Run 1, local utilization:
10 x 10 tiles, from white (low) to dark blue (high), 0 to 100% covered.
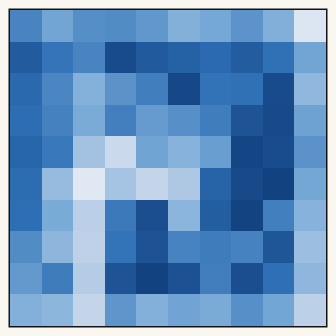
Run 1, ports around the boundary:
Pins as bars across the die edge, other pins in grey.
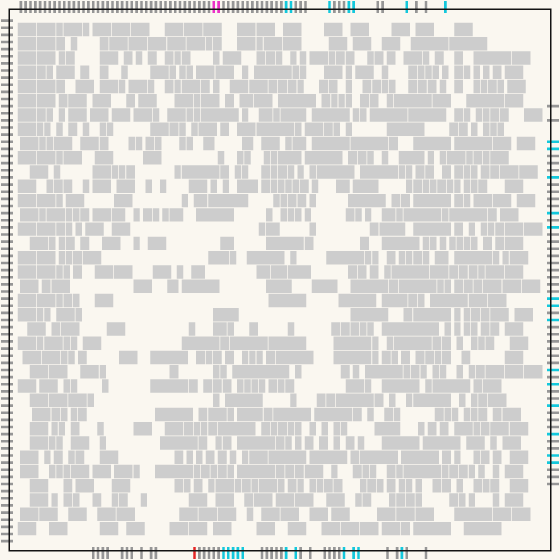
Run 1, placed standard cells:
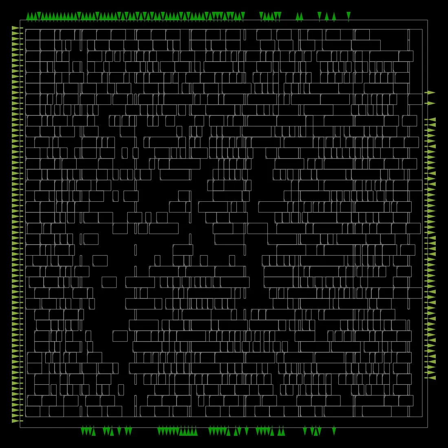
Run 1, metal 3:
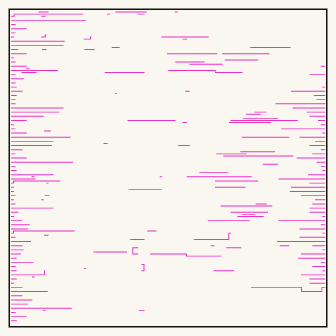
### config.mk
export PLATFORM = sky130hd
export DESIGN_NAME = mem_arbiter
export DESIGN_NICKNAME = d
export VERILOG_FILES = /design/src/rtl/mem_pkg.sv /design/src/rtl/mem_arb_pick.sv /design/src/rtl/mem_arbiter.sv
export SDC_FILE = /design/constraint.sdc
export NUM_CORES = 1
export LEC_CHECK = 0
export ABC_AREA = 1
export CAP_MARGIN = 20
export CORE_UTILIZATION = 40
export DETAILED_ROUTE_END_ITERATION = 7
export PLACE_DENSITY = 0.84
export SYNTH_ARGS = -nofsm -noshare
export SYNTH_HDL_FRONTEND = slang
export SYNTH_SLANG_ARGS = --single-unit
### constraint.sdc
create_clock -name clk -period 3 [get_ports clk]
set_clock_uncertainty 0.2 [all_clocks]
set_input_delay 0.45 -clock clk [delete_from_list [all_inputs] [get_ports clk]]
set_output_delay 0.45 -clock clk [all_outputs]
set_load 0.02 [all_outputs]
### src/rtl/mem_pkg.sv
// Shared encodings for the data-memory arbiter: write sizes, requester IDs, FSM states.
package mem_pkg;
  localparam logic [1:0] WSIZE_NONE = 2'b00;
  localparam logic [1:0] WSIZE_B    = 2'b01;
  localparam logic [1:0] WSIZE_H    = 2'b10;
  localparam logic [1:0] WSIZE_W    = 2'b11;

  localparam logic REQ_CPU = 1'b0;
  localparam logic REQ_DBG = 1'b1;

  localparam logic [1:0] ST_IDLE   = 2'd0;
  localparam logic [1:0] ST_ACCESS = 2'd1;
  localparam logic [1:0] ST_RESP   = 2'd2;
endpackage

### src/rtl/mem_arb_pick.sv
// Combinational winner select. MEM_ARB_RR_EN selects round-robin on `last`;
// otherwise DBG wins ties unless the CPU has been starved.
module mem_arb_pick
  import mem_pkg::*;
(
  input  logic cpu_req,
  input  logic dbg_req,
`ifdef MEM_ARB_RR_EN
  input  logic last,
`else
  input  logic starved,
`endif
  output logic winner
);
  always_comb begin
    winner = REQ_CPU;
    if (dbg_req && !cpu_req) begin
      winner = REQ_DBG;
    end else if (dbg_req && cpu_req) begin
`ifdef MEM_ARB_RR_EN
      winner = (last == REQ_CPU) ? REQ_DBG : REQ_CPU;
`else
      winner = starved ? REQ_CPU : REQ_DBG;
`endif
    end
  end
endmodule

### src/rtl/mem_arbiter.sv
// Two-requester (CPU/DBG) arbiter for the single-port data memory: IDLE -> ACCESS -> RESP.
// Define MEM_ARB_RR_EN for round-robin; default is fixed priority with a starvation counter.
module mem_arbiter
  import mem_pkg::*;
#(
  parameter int ADDR_WIDTH   = 10,
  parameter int STARVE_LIMIT = 4
) (
  input  logic                  clk,
  input  logic                  i_rst,
  input  logic                  i_cpu_req,
  input  logic                  i_cpu_we,
  input  logic [ADDR_WIDTH-1:0] i_cpu_addr,
  input  logic [1:0]            i_cpu_wsize,
  input  logic [31:0]           i_cpu_wdata,
  output logic                  o_cpu_ack,
  output logic [31:0]           o_cpu_rdata,
  input  logic                  i_dbg_req,
  input  logic                  i_dbg_we,
  input  logic [ADDR_WIDTH-1:0] i_dbg_addr,
  input  logic [1:0]            i_dbg_wsize,
  input  logic [31:0]           i_dbg_wdata,
  output logic                  o_dbg_ack,
  output logic [31:0]           o_dbg_rdata,
  output logic [ADDR_WIDTH-1:0] o_mem_addr,
  output logic [31:0]           o_mem_din,
  output logic [1:0]            o_mem_wsize,
  output logic                  o_mem_wen,
  output logic                  o_mem_ren,
  input  logic [31:0]           i_mem_dout,
  output logic                  o_busy
);
  logic [1:0]            state;
  logic                  owner, winner, grant;
  logic                  cpu_ack, dbg_ack;
  logic [31:0]           cpu_rdata_q, dbg_rdata_q;
  logic                  own_we;
  logic [ADDR_WIDTH-1:0] own_addr;
  logic [1:0]            own_wsize;
  logic [31:0]           own_wdata;

  assign grant = (state == ST_IDLE) && (i_cpu_req || i_dbg_req);

`ifdef MEM_ARB_RR_EN
  logic last;
  always_ff @(posedge clk) begin
    if (i_rst)      last <= REQ_DBG;
    else if (grant) last <= winner;
  end

  mem_arb_pick u_pick (
    .cpu_req (i_cpu_req),
    .dbg_req (i_dbg_req),
    .last    (last),
    .winner  (winner)
  );
`else
  logic [3:0] starve_cnt;
  logic       starved;
  assign starved = (starve_cnt == 4'(STARVE_LIMIT));

  // Counts DBG grants that bypassed a pending CPU; held at the limit until the CPU wins.
  always_ff @(posedge clk) begin
    if (i_rst) begin
      starve_cnt <= 4'd0;
    end else if (grant) begin
      if (winner == REQ_CPU)            starve_cnt <= 4'd0;
      else if (i_cpu_req && !starved)   starve_cnt <= starve_cnt + 4'd1;
    end
  end

  mem_arb_pick u_pick (
    .cpu_req (i_cpu_req),
    .dbg_req (i_dbg_req),
    .starved (starved),
    .winner  (winner)
  );
`endif

  always_ff @(posedge clk) begin
    if (i_rst) begin
      state       <= ST_IDLE;
      owner       <= REQ_CPU;
      cpu_ack     <= 1'b0;
      dbg_ack     <= 1'b0;
      cpu_rdata_q <= 32'd0;
      dbg_rdata_q <= 32'd0;
    end else begin
      cpu_ack <= 1'b0;
      dbg_ack <= 1'b0;
      case (state)
        ST_IDLE: if (grant) begin
          owner <= winner;
          state <= ST_ACCESS;
        end
        ST_ACCESS: begin
          state   <= ST_RESP;
          cpu_ack <= (owner == REQ_CPU);
          dbg_ack <= (owner == REQ_DBG);
        end
        ST_RESP: begin
          state <= ST_IDLE;
          if (!own_we) begin
            if (owner == REQ_CPU) cpu_rdata_q <= i_mem_dout;
            else                  dbg_rdata_q <= i_mem_dout;
          end
        end
        default: state <= ST_IDLE;
      endcase
    end
  end

  assign own_we    = (owner == REQ_DBG) ? i_dbg_we    : i_cpu_we;
  assign own_addr  = (owner == REQ_DBG) ? i_dbg_addr  : i_cpu_addr;
  assign own_wsize = (owner == REQ_DBG) ? i_dbg_wsize : i_cpu_wsize;
  assign own_wdata = (owner == REQ_DBG) ? i_dbg_wdata : i_cpu_wdata;

  always_comb begin
    o_mem_addr  = '0;
    o_mem_din   = 32'd0;
    o_mem_wsize = WSIZE_NONE;
    o_mem_wen   = 1'b0;
    o_mem_ren   = 1'b0;
    if (state == ST_ACCESS) begin
      o_mem_addr  = own_addr;
      o_mem_din   = own_wdata;
      o_mem_wsize = own_wsize;
      o_mem_wen   = own_we && (own_wsize != WSIZE_NONE);
      o_mem_ren   = !own_we;
    end
  end

  // Memory dout is only valid during RESP, so it is forwarded on the ack cycle and held afterwards.
  assign o_cpu_ack   = cpu_ack;
  assign o_dbg_ack   = dbg_ack;
  assign o_cpu_rdata = (cpu_ack && !i_cpu_we) ? i_mem_dout : cpu_rdata_q;
  assign o_dbg_rdata = (dbg_ack && !i_dbg_we) ? i_mem_dout : dbg_rdata_q;
  assign o_busy      = (state != ST_IDLE);
endmodule

==> datasheet_impl.txt, run 1 <==
Characteristics after synthesis and place and route

Parameter                              Value

Placement
  Area post-placement    6520 µm²
  HPWL Detailed    11.4 mm
  Cell count after placement    1008

Synthesis
  Flops & latches, synth    73
  Count of yosys warnings during synthesis    0
  Post-synth EDFFs    0
  Sequential share of the synthesized area    35.8%
  Synth mux share    0%
  Simple-gate portion of the synthesized area    31.4%
  Number of nets at floorplan    800

Worst setup path
  Buf/Inv on CP    2
  Endpoint type of the worst setup path    output pin
  Crit path arrival time    2200 ps

Pwr
  Power drawn by the sequential cells    1000 µW
  Power consumed by combinational cells    681 µW
  Switching power as a share of total power    28.8%
  Internal power of the cells    1800 µW
  Share of total power in combinational logic    26.9%

Worst hold path
  Worst Hold Class    reg -> reg

Layout
  Post-route standard cell area excluding fillers    6740 µm²
  Multi-input logic area    2200 µm²
  Non-clock buffers    251
  Sequential cell area    1460 µm²
  Non-filler cells, final    1023

STA
  Final Slew Violations    0
  Min cycle time layout    2850 ps
  Setup-violating endpoint count in the final report    0
  Hold violation count in the final report    0

Clock network
  Depth of the CTS H-tree    3
  Number of buffers inserted to repair setup after CTS    0

Drt
  DR pass1 iterations    5

Status
  Status    finished, final reports clean

Global routing
  Largest net degree at the start of global routing    65
  Met2 Usage GRT    52.4%
  Layer with the highest usage    met2
-- 'local utilization' (at the start) --
tiles over 75% full = 29%
mean over tiles = 62%
densest ninth of the die = middle right
fullest tile = 93%

-- 'ports around the boundary' (at the start) --
o_cpu_ack -> red  # pins 1, direction output, edge bottom
o_mem_wsize -> magenta  # pins 2, direction output, edge top
i_mem_dout -> cyan  # pins 32, direction input, edge 14 right, 11 bottom, 7 top
all pins by edge = 74 left, 72 top, 51 right, 42 bottom
Die Width: 103 µm
die height: 103 µm
port bufs: 238

-- 'placed standard cells' (at the start) --
inserted tap cell count: 133
total of fill cells in the finished design: 848
sequential share of cell area: 21.7%

-- 'metal 3' (at the start) --
main direction = horizontal
longest straight run = 24.1 µm
nets with wire on the layer = 165
wire length on this layer = 1280 µm
fraction of met3 tracks used by global routing: 6.92%
overall via count from detail_route: 5196
sum of routed wire length over all layers: 15.2 mm

Run 1, clock wires, drivers and flops:
Scale bar: 20 µm.
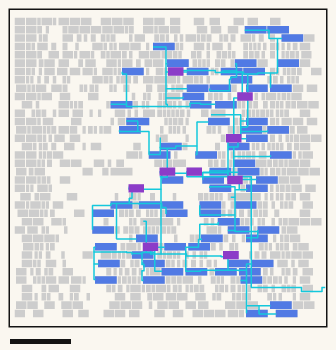

==> run 2: changes to the inputs <==
--- a/config.mk
+++ b/config.mk
@@ -5,7 +5,6 @@
 export SDC_FILE = /design/constraint.sdc
 export NUM_CORES = 1
 export LEC_CHECK = 0
-export ABC_AREA = 1
 export CAP_MARGIN = 20
 export CORE_UTILIZATION = 40
 export DETAILED_ROUTE_END_ITERATION = 7
Run 2, clock wires, drivers and flops:
Scale bar: 20 µm.
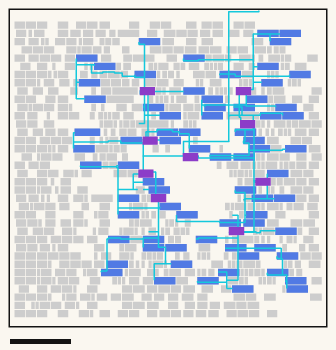
flip-flops -> blue  # count 73
clock wires -> cyan  # length 878 µm
clock-net drivers -> purple  # count 9
routed clock nets = 10

==> datasheet_impl.txt, run 2 <==
Characteristics after synthesis and place and route

Parameter                              Value

Global routing
  Met2 Usage GRT    50.6% (was 52.4%)
  Number of global-route vias before repair    4371 (was 4773)
  Largest net degree at the start of global routing    42 (was 65)
  Total routing usage reported by global routing    25.2% (was 28.3%)
  Layer with the highest usage    met2 (unchanged)
  Global Route met1 Usage    25.6% (was 29.9%)
  Fraction of met3 tracks used by global routing    4.01% (was 6.92%)

Layout
  Multi-input logic area    2520 µm² (was 2200 µm²)
  Post-route standard cell area excluding fillers    6920 µm² (was 6740 µm²)
  Comb area share    36.5% (was 32.6%)
  Area-dominant class    buffers (unchanged)
  Fraction of final layout cells with drive strength greater than 1    14.8% (was 4.27%)
  Antenna cell count    0 (unchanged)
  FFs & Latches    73 (unchanged)
  Fin nets    855 (was 1014)
  Sequential share of cell area    21.2% (was 21.7%)
  Non-clock buffers    252 (was 251)
  Total of fill cells in the finished design    746 (was 848)
  Clock buffer instance count of the final layout    10 (unchanged)
  Clock network contribution to total cell area    3.18% (was 3.23%)
  Sequential cell area    1470 µm² (was 1460 µm²)
  Non-filler cells, final    865 (was 1023)

Pwr
  Switching power as a share of total power    27.4% (was 28.8%)
  Internal power of the cells    1810 µW (was 1800 µW)
  Power per standard cell area    360 nW/µm² (was 375 nW/µm²)
  Net Switching    682 µW (was 729 µW)
  Power consumed by combinational cells    635 µW (was 681 µW)
  Sequential cell fraction of total power    40.6% (was 39.6%)
  Relative contribution of the clock network to total power    33.9% (was 33.5%)
  Share of total power in combinational logic    25.5% (was 26.9%)
  Power drawn by the sequential cells    1010 µW (was 1000 µW)

Die
  Inserted tap cell count    133 (unchanged)
  Die height    104 µm (was 103 µm)
  Core outline area    9950 µm² (was 9820 µm²)
  Die Width    104 µm (was 103 µm)

Drt
  First DRT Iteration DRCs    178 (was 225)
  Remaining routing DRC violations    0 (unchanged)
  Sum of routed wire length over all layers    13.8 mm (was 15.2 mm)
  DR pass1 iterations    4 (was 5)
  Length of routed met3 wiring    634 µm (was 1.28 mm)
  Overall via count from detail_route    4387 (was 5196)

Worst hold path
  End of the worst hold path    dbg_rdata_q[27]$_SDFFE_PP0P_ (was cpu_rdata_q[25]$_SDFFE_PP0P_)
  Worst Hold Class    reg -> reg (unchanged)

Worst setup path
  Crit path arrival time    2250 ps (was 2200 ps)
  Cell repeated most along the worst path    clkdlybuf4s50_1 (was nand2_1)
  Buf/Inv on CP    3 (was 2)
  Required time at the endpoint of the critical path    2350 ps (about the same)
  Category of the critical setup timing path    in -> out (was reg -> out)
  Crit-path slowest cell    clkdlybuf4s50_1 (unchanged)
  Critical path startpoint    i_dbg_we (was owner$_SDFFE_PP0P_)
  Endpoint type of the worst setup path    output pin (unchanged)
  R2r worst-path depth    5 (was 6)
  Instance count on the critical path    5 (was 6)

Synthesis
  Number of nets at floorplan    634 (was 800)
  Async set-or-reset flop fraction in the synthesized netlist    0% (unchanged)
  Distinct cell type count after synthesis    32 (was 22)
  Sequential share of the synthesized area    34.9% (was 35.8%)
  Flops & latches, synth    73 (unchanged)
  Simple-gate portion of the synthesized area    22.8% (was 31.4%)
  Adders+Majority by Area    0.598% (was 0.613%)
  Synth mux share    27.8% (was 0%)
  Post-synth EDFFs    0 (unchanged)
  Top area cells in the synthesized netlist    dfxtp_1 (35%), mux2_2 (11%), mux2i_1 (11%) (was dfxtp_1 (36%), nand2_1 (19%), o21ai_0 (9.6%))
  Count of yosys warnings during synthesis    0 (unchanged)
  Leading area contributor after synthesis    dfxtp_1 (unchanged)

Status
  Status    finished, final reports clean (unchanged)

Clock network
  Depth of the CTS H-tree    3 (unchanged)
  Clk ins delay skew pair    340 ps (about the same)
  Number of buffers inserted to repair setup after CTS    0 (unchanged)

STA
  Worst-Margin Slew    646 ps (was 491 ps)
  Worst slack on hold paths    254 ps (was 263 ps)
  Setup-violating endpoint count in the final report    0 (unchanged)
  Hold violation count in the final report    0 (unchanged)
  Min cycle time layout    2900 ps (was 2850 ps)
  Final Slew Violations    0 (unchanged)
  Min setup slack post-route    97.8 ps (was 153 ps)
  Fmax    345 MHz (was 351 MHz)
  Final clock period utilization by the worst path    96.7% (was 94.9%)

Placement
  Area post-placement    6700 µm² (was 6520 µm²)
  Cell count after placement    849 (was 1008)
  HPWL Detailed    10.6 mm (was 11.4 mm)
  Port bufs    238 (unchanged)
Run 2, placed standard cells:
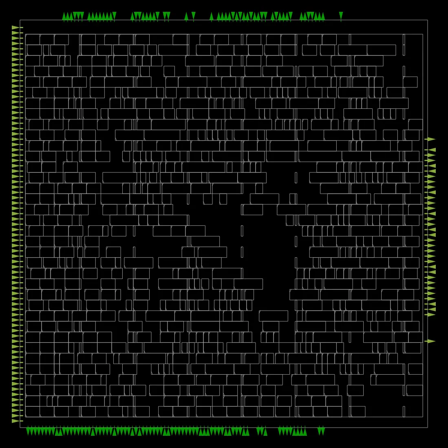

==> run 3: changes to the inputs <==
--- a/config.mk
+++ b/config.mk
@@ -7,8 +7,10 @@
 export LEC_CHECK = 0
 export CAP_MARGIN = 20
 export CORE_UTILIZATION = 40
+export CTS_BUF_LIST = sky130_fd_sc_hd__clkbuf_4 sky130_fd_sc_hd__clkbuf_8
 export DETAILED_ROUTE_END_ITERATION = 7
 export PLACE_DENSITY = 0.84
+export SETUP_SLACK_MARGIN = 0.3
 export SYNTH_ARGS = -nofsm -noshare
 export SYNTH_HDL_FRONTEND = slang
 export SYNTH_SLANG_ARGS = --single-unit
Run 3, placed standard cells:
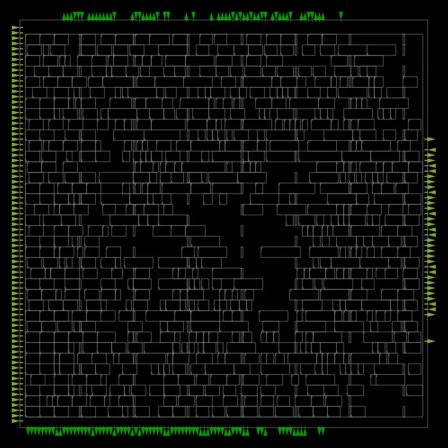
total of fill cells in the finished design: 770
non-filler cells, final: 870
utilization after layout: 70.1%
FFs & Latches: 73

==> datasheet_impl.txt, run 3 <==
Characteristics after synthesis and place and route

Parameter                              Value

Status
  Status    finished, final reports clean (unchanged)

Synthesis
  Simple-gate portion of the synthesized area    22.8% (unchanged)
  Async set-or-reset flop fraction in the synthesized netlist    0% (unchanged)
  Synth mux share    27.8% (unchanged)
  Adders+Majority by Area    0.598% (unchanged)
  Top area cells in the synthesized netlist    dfxtp_1 (35%), mux2_2 (11%), mux2i_1 (11%) (unchanged)
  Number of nets at floorplan    634 (unchanged)

STA
  Min setup slack post-route    273 ps (was 97.8 ps)
  Worst slack on hold paths    254 ps (about the same)
  Setup-violating endpoint count in the final report    0 (unchanged)
  Final Slew Violations    0 (unchanged)
  Worst-Margin Slew    648 ps (was 646 ps)
  Fmax    367 MHz (was 345 MHz)
  Hold violation count in the final report    0 (unchanged)
  Final clock period utilization by the worst path    90.9% (was 96.7%)

Worst setup path
  Category of the critical setup timing path    in -> out (unchanged)
  R2r worst-path depth    6 (was 5)
  Buf/Inv on CP    4 (was 3)
  Crit-path slowest cell    clkdlybuf4s50_1 (unchanged)
  Endpoint type of the worst setup path    output pin (unchanged)
  Required time at the endpoint of the critical path    2350 ps (about the same)
  Critical path startpoint    i_dbg_we (unchanged)

Pwr
  Power consumed by combinational cells    635 µW (about the same)
  Sequential cell fraction of total power    40.3% (was 40.6%)
  Net Switching    687 µW (was 682 µW)
  Share of total power in combinational logic    25.4% (was 25.5%)
  Relative contribution of the clock network to total power    34.2% (was 33.9%)
  Switching power as a share of total power    27.5% (was 27.4%)

Layout
  Multi-input logic area    2540 µm² (was 2520 µm²)
  Sequential share of cell area    21.0% (was 21.2%)
  Sequential cell area    1470 µm² (about the same)
  Clock buffer instance count of the final layout    10 (unchanged)
  Area-dominant class    buffers (unchanged)
  Clock network contribution to total cell area    3.21% (was 3.18%)
  Non-clock buffers    257 (was 252)

Clock network
  Clk ins delay skew pair    340 ps (about the same)
  Number of buffers inserted to repair setup after CTS    0 (unchanged)
  Depth of the CTS H-tree    3 (unchanged)

Global routing
  Layer with the highest usage    met2 (unchanged)
  Number of global-route vias before repair    4405 (was 4371)
  Global Route met1 Usage    26.4% (was 25.6%)
  Met2 Usage GRT    51.1% (was 50.6%)
  Largest net degree at the start of global routing    42 (unchanged)

Placement
  HPWL Detailed    10.6 mm (unchanged)
  Cell count after placement    849 (unchanged)

Worst hold path
  End of the worst hold path    dbg_rdata_q[27]$_SDFFE_PP0P_ (unchanged)
  Worst Hold Class    reg -> reg (unchanged)

Die
  Core outline area    9950 µm² (unchanged)
  Die Width    104 µm (unchanged)

Drt
  DR pass1 iterations    5 (was 4)
  Remaining routing DRC violations    0 (unchanged)
  Sum of routed wire length over all layers    14.3 mm (was 13.8 mm)
  Overall via count from detail_route    4432 (was 4387)
Power and IR drop assume default switching activity.
